### Layout detail

The bar under the picture is 10 um long. Window x 75 to 100, y 75 to 100 um. Cells in grey, sequential cells in the stronger grey; small squares are vias.
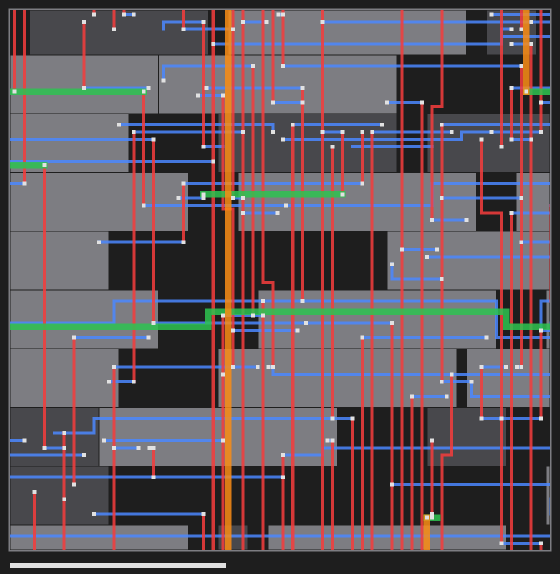
### Routing congestion

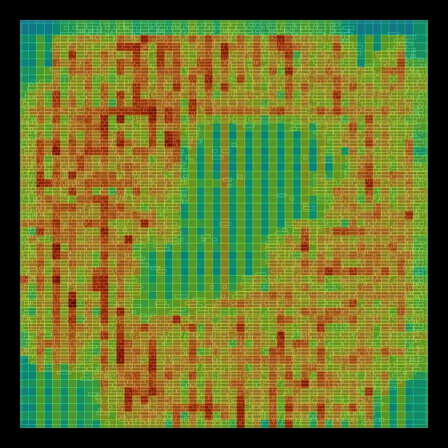
### Wires at chosen ports, followed through buffers

The bar under the picture is 100 um long.
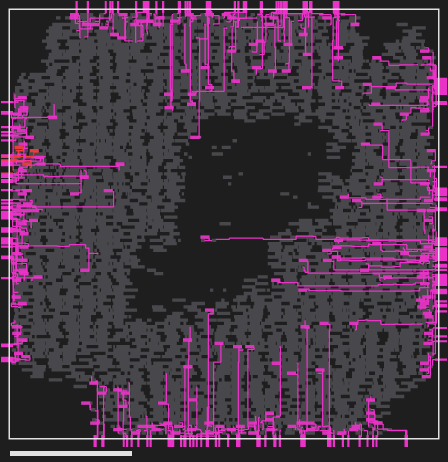
$ cat src/rtl/event_sched_pkg.sv
// Shared constants and the queued event record for the monitor ingress scheduler.
// EVENT_SCHED_TIMESTAMP_EN adds a 64-bit push timestamp to every queued event.
package event_sched_pkg;

   localparam int SCHED_STAGES = 5;
   localparam int SCHED_DEPTH  = 8;
   localparam int SCHED_INPUTS = 3;
   localparam int SCHED_DATA_W = 64;

   localparam int STAGE_W = $clog2(SCHED_STAGES);
   localparam int FILL_W  = $clog2(SCHED_DEPTH + 1);

   // LLC stage at which a queued event may be handed to the monitor
   localparam logic [STAGE_W-1:0] STAGE_ISSUE = '0;

   typedef struct packed {
`ifdef EVENT_SCHED_TIMESTAMP_EN
      logic [63:0]                            ts;
`endif
      logic [SCHED_INPUTS*SCHED_DATA_W-1:0]   data;
      logic [SCHED_INPUTS-1:0]                present;
   } event_t;

endpackage

$ cat src/rtl/sched_fifo.sv
// Synchronous FIFO holding pending monitor events; head is visible combinationally.
// DEPTH must be a power of two so the pointers wrap on their own.
module sched_fifo
   import event_sched_pkg::*;
#(
   parameter int WIDTH = $bits(event_t),
   parameter int DEPTH = SCHED_DEPTH
) (
   input  logic                         clk,
   input  logic                         rst,
   input  logic                         push,
   input  logic [WIDTH-1:0]             wdata,
   input  logic                         pop,
   output logic [WIDTH-1:0]             rdata,
   output logic                         full,
   output logic                         empty,
   output logic [$clog2(DEPTH+1)-1:0]   fill
);

   localparam int PTR_W = $clog2(DEPTH);
   localparam int CNT_W = $clog2(DEPTH + 1);

   logic [WIDTH-1:0] mem [DEPTH];
   logic [PTR_W-1:0] wr_ptr;
   logic [PTR_W-1:0] rd_ptr;
   logic [CNT_W-1:0] count;
   logic             do_push;
   logic             do_pop;

   assign full    = (count == CNT_W'(DEPTH));
   assign empty   = (count == '0);
   assign fill    = count;
   assign rdata   = mem[rd_ptr];
   assign do_push = push && !full;
   assign do_pop  = pop && !empty;

   always_ff @(posedge clk) begin
      if (rst) begin
         wr_ptr <= '0;
         rd_ptr <= '0;
         count  <= '0;
      end else begin
         if (do_push) wr_ptr <= wr_ptr + 1'b1;
         if (do_pop)  rd_ptr <= rd_ptr + 1'b1;
         case ({do_push, do_pop})
            2'b10:   count <= count + 1'b1;
            2'b01:   count <= count - 1'b1;
            default: count <= count;
         endcase
      end
   end

   // NOTE: storage is not reset; the pointers and count define which entries are valid.
   always_ff @(posedge clk) begin
      if (do_push) mem[wr_ptr] <= wdata;
   end

endmodule

$ cat src/rtl/event_scheduler.sv
// Ingress scheduler for the RTLola monitor: queues events, releases one per HLC period at LLC stage 0.
// EVENT_SCHED_TIMESTAMP_EN adds a free-running en-cycle counter and the ev_ts output.
module event_scheduler
   import event_sched_pkg::*;
#(
   parameter int NUM_STAGES = SCHED_STAGES,
   parameter int DEPTH      = SCHED_DEPTH,
   parameter int NUM_INPUTS = SCHED_INPUTS,
   parameter int DATA_W     = SCHED_DATA_W
) (
   input  logic                             clk,
   input  logic                             rst,
   input  logic                             en,
   input  logic                             ev_valid,
   output logic                             ev_ready,
   input  logic [NUM_INPUTS*DATA_W-1:0]     ev_data,
   input  logic [NUM_INPUTS-1:0]            ev_present,
   output logic [NUM_INPUTS*DATA_W-1:0]     out_data,
   output logic [NUM_INPUTS-1:0]            out_new,
   output logic                             out_tick,
   output logic [$clog2(NUM_STAGES)-1:0]    stage,
   output logic [$clog2(DEPTH+1)-1:0]       fill
`ifdef EVENT_SCHED_TIMESTAMP_EN
   ,
   output logic [63:0]                      ev_ts
`endif
);

   localparam int ST_W = $clog2(NUM_STAGES);

   event_t wr_ev;
   event_t head_ev;
   logic   full;
   logic   empty;
   logic   issue;

   assign wr_ev.data    = ev_data;
   assign wr_ev.present = ev_present;
   assign ev_ready      = !full;
   assign issue         = en && (stage == ST_W'(STAGE_ISSUE)) && !empty;

   sched_fifo #(
      .WIDTH ($bits(event_t)),
      .DEPTH (DEPTH)
   ) u_fifo (
      .clk   (clk),
      .rst   (rst),
      .push  (ev_valid && ev_ready),
      .wdata (wr_ev),
      .pop   (issue),
      .rdata (head_ev),
      .full  (full),
      .empty (empty),
      .fill  (fill)
   );

   // NOTE: sequential state uses non-blocking assignments so every register samples pre-edge values.
   always_ff @(posedge clk) begin
      if (rst) begin
         stage    <= '0;
         out_tick <= 1'b0;
         out_new  <= '0;
         out_data <= '0;
      end else begin
         out_tick <= issue;
         out_new  <= issue ? head_ev.present : '0;
         if (issue) out_data <= head_ev.data;
         if (en) stage <= (stage == ST_W'(NUM_STAGES - 1)) ? '0 : stage + 1'b1;
      end
   end

`ifdef EVENT_SCHED_TIMESTAMP_EN
   logic [63:0] ts_cnt;

   assign wr_ev.ts = ts_cnt;

   // Timestamp is the en-cycle count at push time, presented alongside out_tick.
   always_ff @(posedge clk) begin
      if (rst) begin
         ts_cnt <= '0;
         ev_ts  <= '0;
      end else begin
         if (en)    ts_cnt <= ts_cnt + 64'd1;
         if (issue) ev_ts  <= head_ev.ts;
      end
   end
`endif

endmodule

$ cat config.mk
export PLATFORM = sky130hd
export DESIGN_NAME = event_scheduler
export DESIGN_NICKNAME = d
export VERILOG_FILES = /design/src/rtl/event_sched_pkg.sv /design/src/rtl/sched_fifo.sv /design/src/rtl/event_scheduler.sv
export SDC_FILE = /design/constraint.sdc
export NUM_CORES = 1
export LEC_CHECK = 0
export CORE_UTILIZATION = 53
export DETAILED_ROUTE_END_ITERATION = 10
export HOLD_SLACK_MARGIN = 0.08
export PLACE_DENSITY = 0.77
export SLEW_MARGIN = 0
export SYNTH_ARGS = -nofsm -noshare
export SYNTH_HDL_FRONTEND = slang
export SYNTH_SLANG_ARGS = --single-unit
$ cat constraint.sdc
create_clock -name clk -period 39.5 [get_ports clk]
set_input_delay 5.925 -clock clk [delete_from_list [all_inputs] [get_ports clk]]
set_output_delay 5.925 -clock clk [all_outputs]
set_load 0.05 [all_outputs]
==> flow_summary.toml <==
# flow metrics
[routing]
detailedRoute.firstPassIterationCount = 7
route.met3.wl_um = 11800

[worst_hold_path]
worst_hold_path.num_cells = 2

[logic_synthesis]
postSynthCellCount = 3000
ys_cells = 3000
enable_flop_cells = 1560
leading_cell_types_by_total_area_after_synthesis = "edfxtp_1, mux4_2, dfxtp_1, o22ai_1, nor3_1"
synth_xor_xnor_area_share = 0.000952
most_common_reg_cell = "edfxtp_1"
compound_area_frac = 0.0202

[grt]
grt_remaining_overflow = 0
grt_pass1_vias = 32400

[run_status]
status = "finished clean"

[layout]
non_clock_buffer_count = 452
clockNetworkAreaShare = 0.0745
final_net_count = 3655
seq_share = 0.675

[clock_tree]
tritoncts_num_sinks = 1772

[power_and_ir_drop]
combPwrFrac = 0.203
cellPowerDensity_nw_per_um2 = 64.2

[sta]
setup-tns-final_ns = 0
final-setup-viol-count = 0
worstMarginPinSlew_ns = 1.13

[setup_path]
cp_depth = 6
critical_path.endpoint_type = "flop"
Notes on 'Layout detail' above:
met4 -> orange
met3 -> green
met1 -> blue
met2 -> red
cells with their middle in the window = 16
netlist names of flops here include = `u_fifo.mem` (10)
most frequent = edfxtp_1 (10), mux4_2 (4)
sequential cells in the window = 10

Notes on 'Routing congestion' above:
busiest grt layer: met2
average routed wire per standard cell: 26.5 um
routing usage on met3: 0.0553
post-layout util: 0.630
met2 track demand over resource: 0.361

Notes on 'Wires at chosen ports, followed through buffers' above:
`out_data` -> magenta  # bits 192, direction output, edge 56 right, 51 bottom, 44 top, 41 left, end cells 192, buffers 192, wire 8,700 um
`stage` -> red  # bits 3, direction output, edge left, end cells 3, buffers 3, wire 102 um
count of pins on the block boundary: 403
number of input and output port buffers inserted: 402

